`config.mk`:
```
export PLATFORM = sky130hd
export DESIGN_NAME = fifo_mm_writer
export DESIGN_NICKNAME = d
export VERILOG_FILES = /design/src/rtl/fifo_mm_pkg.sv /design/src/rtl/fifo_mm_ring_idx.sv /design/src/rtl/fifo_mm_writer.sv
export SDC_FILE = /design/constraint.sdc
export NUM_CORES = 1
export LEC_CHECK = 0
export CELL_PAD_IN_SITES_DETAIL_PLACEMENT = 1
export CELL_PAD_IN_SITES_GLOBAL_PLACEMENT = 2
export CORE_ASPECT_RATIO = 0.6
export CORE_UTILIZATION = 32
export CTS_CLUSTER_DIAMETER = 80
export CTS_CLUSTER_SIZE = 30
export DETAILED_ROUTE_END_ITERATION = 10
export PLACE_DENSITY = 0.95
export SETUP_SLACK_MARGIN = 0.02
export SLEW_MARGIN = 20
export SYNTH_ARGS = -nofsm -noshare
export SYNTH_HDL_FRONTEND = slang
export SYNTH_HIERARCHICAL = 1
export SYNTH_SLANG_ARGS = --single-unit
export TNS_END_PERCENT = 1
```
`constraint.sdc`:
```
create_clock -name clk_i -period 27.2 [get_ports clk_i]
set_input_delay 6.8 -clock clk_i [delete_from_list [all_inputs] [get_ports clk_i]]
set_output_delay 6.8 -clock clk_i [all_outputs]
set_load 0.005 [all_outputs]
```
`src/rtl/fifo_mm_pkg.sv`:
```
// Shared types and helpers for the FIFO-to-memory ring writer and its future ring reader.
package fifo_mm_pkg;

   localparam int DATA_WIDTH     = 32;
   localparam int BYTES_PER_WORD = DATA_WIDTH / 8;

   typedef enum logic [1:0] {
      IDLE,
      RUN,
      WRITE
   } fifo_mm_state_e;

   // Ring indices are at most 32 bits wide; callers cast to their own index width.
   function automatic logic [31:0] ring_next(input logic [31:0] idx, input logic [31:0] n);
      return (idx == n - 32'd1) ? 32'd0 : idx + 32'd1;
   endfunction

endpackage

```
`src/rtl/fifo_mm_ring_idx.sv`:
```
// Combinational ring bookkeeping: the slot under consideration, its successor, free space and occupancy.
module fifo_mm_ring_idx
   import fifo_mm_pkg::*;
#(
   parameter int IW = 16
) (
   input  logic [IW-1:0] i_wr_idx,
   input  logic [IW-1:0] i_rd_idx,
   input  logic [IW-1:0] i_words,
   input  logic          i_sel_next,
   output logic [IW-1:0] o_slot,
   output logic [IW-1:0] o_slot_next,
   output logic          o_space,
   output logic [IW-1:0] o_occupancy
);

   logic [IW-1:0] w_wr_next;

   always_comb begin
      w_wr_next   = IW'(ring_next(32'(i_wr_idx), 32'(i_words)));
      o_slot      = i_sel_next ? w_wr_next : i_wr_idx;
      o_slot_next = IW'(ring_next(32'(o_slot), 32'(i_words)));
      // One slot is always left empty so that a full ring is distinguishable from an empty one.
      o_space     = (o_slot_next != i_rd_idx);
      o_occupancy = i_wr_idx - i_rd_idx + ((i_wr_idx < i_rd_idx) ? i_words : '0);
   end

endmodule

```
`src/rtl/fifo_mm_writer.sv`:
```
// Drains a showahead FIFO into a circular buffer in system memory, one Avalon-MM write per word.
module fifo_mm_writer
   import fifo_mm_pkg::*;
#(
   parameter int WIDTH = 32,
   parameter int AW    = 32,
   parameter int IW    = 16
) (
   input  logic                 clk_i,
   input  logic                 rst_ni,
   input  logic                 cfg_en_i,
   input  logic [AW-1:0]        cfg_base_i,
   input  logic [IW-1:0]        cfg_words_i,
   input  logic [IW-1:0]        cfg_thresh_i,
   input  logic [IW-1:0]        rd_idx_i,
   input  logic                 fifo_empty_i,
   input  logic [WIDTH-1:0]     fifo_data_i,
   output logic                 fifo_pop_o,
   output logic [AW-1:0]        avm_address_o,
   output logic                 avm_write_o,
   output logic [WIDTH-1:0]     avm_writedata_o,
   output logic [WIDTH/8-1:0]   avm_byteenable_o,
   input  logic                 avm_waitrequest_i,
   output logic [IW-1:0]        wr_idx_o,
   output logic                 busy_o,
   output logic                 irq_o
);

   localparam int BPW = WIDTH / 8;

   fifo_mm_state_e   r_state;
   logic [IW-1:0]    r_wr_idx;
   logic [AW-1:0]    r_addr;
   logic [WIDTH-1:0] r_data;
   logic             r_write;
   logic             r_irq;

   logic [IW-1:0]    w_slot;
   logic [IW-1:0]    w_slot_next;
   logic [IW-1:0]    w_occ;
   logic             w_space;
   logic             w_done;
   logic             w_pop;
   logic             w_to_idle;
   logic             w_irq_hit;
   logic [AW-1:0]    w_addr;
   logic             w_unused;

   fifo_mm_ring_idx #(.IW(IW)) u_ring_idx (
      .i_wr_idx    (r_wr_idx),
      .i_rd_idx    (rd_idx_i),
      .i_words     (cfg_words_i),
      .i_sel_next  (r_state == WRITE),
      .o_slot      (w_slot),
      .o_slot_next (w_slot_next),
      .o_space     (w_space),
      .o_occupancy (w_occ)
   );

   // The successor slot is only needed by the ring reader; the writer relies on the space flag.
   assign w_unused  = ^w_slot_next;

   assign w_done    = (r_state == WRITE) && r_write && !avm_waitrequest_i;
   assign w_pop     = cfg_en_i && !fifo_empty_i && w_space && ((r_state == RUN) || w_done);
   assign w_to_idle = !cfg_en_i && ((r_state == RUN) || w_done);
   assign w_irq_hit = (cfg_thresh_i != '0) && (w_occ >= cfg_thresh_i);
   assign w_addr    = cfg_base_i + AW'(w_slot) * AW'(BPW);

   always_ff @(posedge clk_i or negedge rst_ni) begin
      if (!rst_ni) begin
         r_state  <= IDLE;
         r_wr_idx <= '0;
         r_addr   <= '0;
         r_data   <= '0;
         r_write  <= 1'b0;
         r_irq    <= 1'b0;
      end else begin
         case (r_state)
            IDLE: begin
               r_wr_idx <= '0;
               r_write  <= 1'b0;
               if (cfg_en_i && (cfg_words_i >= IW'(2))) begin
                  r_state <= RUN;
               end
            end
            RUN: begin
               if (w_pop) begin
                  r_addr  <= w_addr;
                  r_data  <= fifo_data_i;
                  r_write <= 1'b1;
                  r_state <= WRITE;
               end else if (w_to_idle) begin
                  r_wr_idx <= '0;
                  r_state  <= IDLE;
               end
            end
            WRITE: begin
               // In WRITE the slot select points at next(wr_idx), which is also the committed index.
               if (w_done) begin
                  if (w_pop) begin
                     r_wr_idx <= w_slot;
                     r_addr   <= w_addr;
                     r_data   <= fifo_data_i;
                  end else if (w_to_idle) begin
                     r_wr_idx <= '0;
                     r_write  <= 1'b0;
                     r_state  <= IDLE;
                  end else begin
                     r_wr_idx <= w_slot;
                     r_write  <= 1'b0;
                     r_state  <= RUN;
                  end
               end
            end
            default: r_state <= IDLE;
         endcase
         r_irq <= (r_state != IDLE) && !w_to_idle && w_irq_hit;
      end
   end

   assign fifo_pop_o       = w_pop;
   assign avm_address_o    = r_addr;
   assign avm_write_o      = r_write;
   assign avm_writedata_o  = r_data;
   assign avm_byteenable_o = {BPW{r_write}};
   assign wr_idx_o         = r_wr_idx;
   assign busy_o           = (r_state != IDLE);
   assign irq_o            = r_irq;

endmodule

```
==> changes_impl.md, run 1 <==
### Physical design

* CP startpoint kind: primary input
* Final std cells w/o fill at 1649
* Grt met2 use at 34.8%
* Signal buf overhead at 18.6%
* Clk pin slew, worst setup/hold paths at 60 ps
* Clock group share of total power at 20.3%
* Hold Vio Cnt, Final at 0
* WL/cell at 20.7 um
* Seq_cells at 84
* # clock sinks at 84
* Tap cells at 360
* DP HPWL at 27.7 mm
* Total number of yosys warnings at 6
* Slowest stage cell, crit path: nor4_2
* Worst Hold Class: reg -> reg
* Pwr top: combinational cells
* WP data required at 20400 ps
* Non-clock inverters at 99
* # Post-CTS Setup Buffers at 0
* Synthesized cell area at 8690 um2
* Most common cell on crit path: nor3_1
* Logic share of the area at 53.0%
* Final Skew at 7.01 ps
* Hold_ws at 472 ps
* OpenROAD warning count at 26
* Final period util at 75.2%
* Most used logic cell in the final layout: nand2_1
* Flop area at 2100 um2
* Worst setup path class: in -> out
* Final slew viol count at 0
* Total chip power at 596 uW
* VDD IR max at 31.4 uV
* ClkCell Share at 2.56%
* First-pass GRT wire length at 52.4 mm
* Clock network power at 121 uW
* Root buffer cell: clkbuf_16
* Worst r2r src: wr_idx_o[1]$_DFFE_PN0P_
* Outcome: complete, no violations
* Chip area at 27800 um2
* Detail Route Antenna Nets at 0
* Share of post-route cells with drive strength above 1 at 3.65%
* P_sw at 206 uW
* Synthesized Nets at 1310
* Net Sw Frac at 34.6%
* TritonCTS buffer count at 9
* Clock buffers at 12
* R2R Setup Slk at 19860 ps
run_1/pinout.png
Drawn at 3 px/um. Pins as bars across the die edge, other pins in grey.
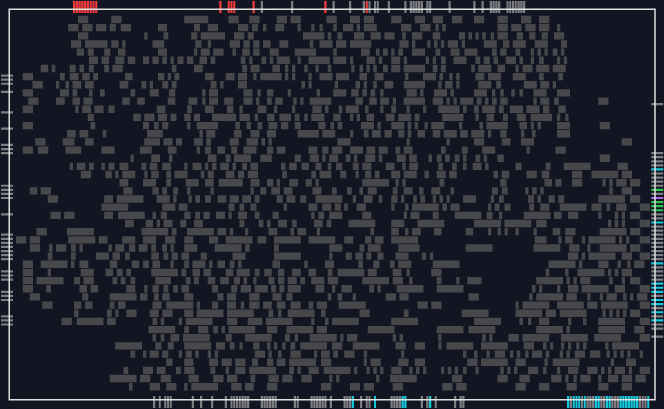
colour	port	pins	direction	edge
green	avm_byteenable_o	4	output	east
red	cfg_words_i	16	input	north
purple	avm_write_o	1	output	east
cyan	avm_writedata_o	32	output	22 south, 10 east
all pins by edge	82 south, 47 north, 46 east, 30 west
die span in y: 130 um
Die W: 215 um

run_1/closeup.png
Region (87, 45) to (127, 85) um. Cells in grey, sequential cells in the stronger grey; small squares are vias.
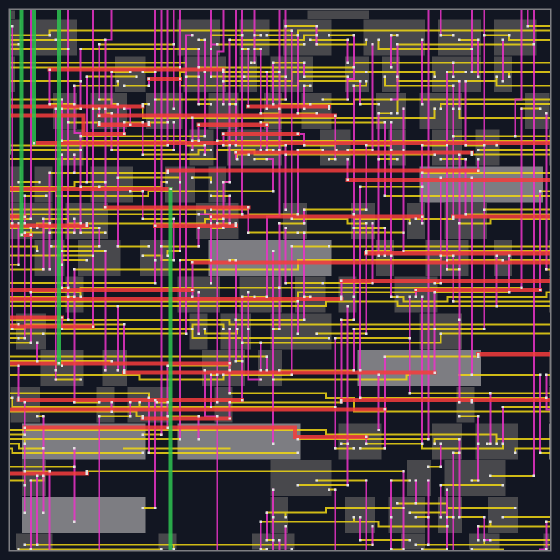
colour	layer
red	M3
magenta	M2
green	M4
yellow	M1
netlist names of flops here include	wr_idx_o (6)
sequential cells in the window	6
most frequent	xnor2_1 (13), nor2_1 (9)
cells with their middle in the window	86

run_1/layers.png
Drawn at 2 px/um. Two of the layers only.
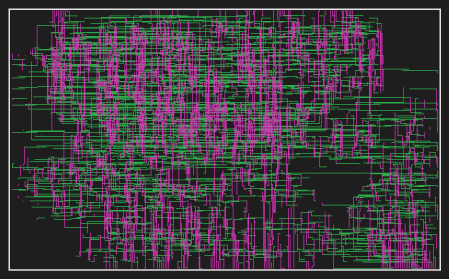
colour	layer	wire length
green	M1	17400 um
magenta	M2	13800 um
Vias: 8885
Post-Route WL: 34.2 mm

run_1/m2.png
Drawn at 2 px/um.
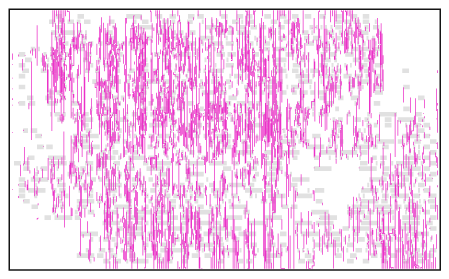
longest straight run	75.1 um
nets with wire on the layer	1279
share of all routed wire	40%

run_1/placed.png
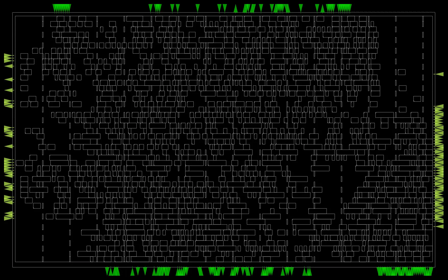

## Run 2: what changed since run 1
--- a/config.mk
+++ b/config.mk
@@ -8,11 +8,11 @@
 export CELL_PAD_IN_SITES_DETAIL_PLACEMENT = 1
 export CELL_PAD_IN_SITES_GLOBAL_PLACEMENT = 2
 export CORE_ASPECT_RATIO = 0.6
-export CORE_UTILIZATION = 32
+export CORE_UTILIZATION = 26
 export CTS_CLUSTER_DIAMETER = 80
 export CTS_CLUSTER_SIZE = 30
 export DETAILED_ROUTE_END_ITERATION = 10
-export PLACE_DENSITY = 0.95
+export PLACE_DENSITY = 0.85
 export SETUP_SLACK_MARGIN = 0.02
 export SLEW_MARGIN = 20
 export SYNTH_ARGS = -nofsm -noshare
==> constraint.sdc (replaced) <==
create_clock -name clk_i -period 17.5 [get_ports clk_i]
set_input_delay 4.375 -clock clk_i [delete_from_list [all_inputs] [get_ports clk_i]]
set_output_delay 4.375 -clock clk_i [all_outputs]
set_load 0.005 [all_outputs]
run_2/placed.png
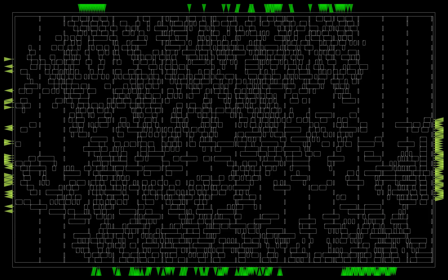
seq_cells: 84
layout filler cell count: 3940
Final Util: 34.9%

==> run 2 against run 1 <==
Against the previous run:
- first-iteration DRC count up 5.8%
- die area increased by 23%
- non-clock buffer count is 2 lower
- global-route usage fell by 3.7 points
- critical path depth is 2 lower
- power is 56% higher
- sequential share of layout area shrank 0.16 points
- cell count up 5.3%
- final area up 0.86%
- via count is 0.35% higher
- clock-buffer cell count rose by 1
- critical endpoint unchanged
- highest routed layer unchanged
==> changes_impl.md, run 2 <==
### Physical design

* Non-clock inverters at 99 (unchanged)
* Die span in y at 144 um (+11%)
* P_sw at 319 uW (+55%)
* # Post-CTS Setup Buffers at 0 (unchanged)
* Tap cells at 450 (+25%)
* Logic share of the area at 52.5% (-0.45 points)
* Synthesized Nets at 1310 (unchanged)
* Worst setup path class: in -> out
* Hold buffer count at CTS at 0
* Clock network power at 190 uW (+57%)
* Root buffer cell: clkbuf_16
* Final Skew at 11.9 ps (+4.88 ps)
* TritonCTS buffer count at 9 (unchanged)
* First-pass GRT wire length at 53.9 mm (+2.8%)
* OpenROAD warning count at 26 (unchanged)
* ClkCell Share at 2.54% (-0.022 points)
* Outcome: complete, no violations
* WL/cell at 20.4 um (-1.8%)
* # clock sinks at 84 (unchanged)
* Total number of yosys warnings at 6 (unchanged)
* Final std cells w/o fill at 1737 (+5.3%)
* CP startpoint kind: primary input
* Most used logic cell in the final layout: nand2_1
* Pwr top: combinational cells
* Final slew viol count at 0 (unchanged)
* WP data required at 13120 ps (-7280 ps)
* VDD IR max at 44.7 uV (+42%)
* Post-Route WL at 35.4 mm (+3.5%)
* Net Sw Frac at 34.4% (-0.24 points)
* Clock buffers at 13 (+1)
* Detail Route Antenna Nets at 0 (unchanged)
* Share of post-route cells with drive strength above 1 at 3.50% (-0.15 points)
* Hold_ws at 473 ps (+0.530 ps)
* Vias at 8916 (+0.35%)
* Die W at 238 um (+11%)
* Hold Vio Cnt, Final at 0 (unchanged)
* Total chip power at 928 uW (+56%)
* Flop area at 2100 um2 (unchanged)
* Synthesized cell area at 8690 um2 (unchanged)
* Slowest stage cell, crit path: nor3_1
* Chip area at 34200 um2 (+23%)
* Worst Hold Class: reg -> reg
* Worst r2r src: wr_idx_o[1]$_DFFE_PN0P_
* Clock group share of total power at 20.5% (+0.2 points)
## Run 3: what changed since run 2
--- a/config.mk
+++ b/config.mk
@@ -14,6 +14,7 @@
 export DETAILED_ROUTE_END_ITERATION = 10
 export PLACE_DENSITY = 0.85
 export SETUP_SLACK_MARGIN = 0.02
+export SKIP_LAST_GASP = 1
 export SLEW_MARGIN = 20
 export SYNTH_ARGS = -nofsm -noshare
 export SYNTH_HDL_FRONTEND = slang
run_3/placed.png
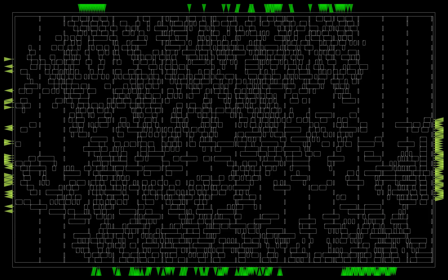
final std cells w/o fill: 1737
FP Rows: 51
tap cells: 450
Core Area: 32700 um2

==> run 3 against run 2 <==
Against the previous run:
- clock power about the same
- largest power group unchanged
- final area unchanged
- sequential share of layout area unchanged
- non-clock buffer count unchanged
- flip-flop count unchanged
- global-route usage unchanged
- synthesized cell count unchanged
- worst setup slack unchanged
- sequential power about the same
- critical path depth unchanged
- core utilization unchanged
- area after synthesis unchanged
- largest cell class unchanged
==> changes_impl.md, run 3 <==
### Physical design

* Worst setup path class: in -> out
* Worst Hold Class: reg -> reg
* # Post-CTS Setup Buffers at 0 (unchanged)
* Flop area at 2100 um2 (unchanged)
* Worst r2r src: wr_idx_o[1]$_DFFE_PN0P_
* Clock group share of total power at 20.5% (about the same)
* Post-Route WL at 35.4 mm (unchanged)
* First-pass GRT wire length at 53.9 mm (unchanged)
* Total chip power at 928 uW (unchanged)
* OpenROAD warning count at 26 (unchanged)
* Outcome: complete, no violations
* Die span in y at 144 um (unchanged)
* Logic share of the area at 52.5% (unchanged)
* Non-clock inverters at 99 (unchanged)
* Pwr top: combinational cells
* Hold Vio Cnt, Final at 0 (unchanged)
* Slowest stage cell, crit path: nor3_1
* Seq_cells at 84 (unchanged)
* Total number of yosys warnings at 6 (unchanged)
* Final slew viol count at 0 (unchanged)
* P_sw at 319 uW (unchanged)
* ClkCell Share at 2.54% (unchanged)
* Most used logic cell in the final layout: nand2_1
Power figures rest on the tool's default switching activity, not on a simulated workload.
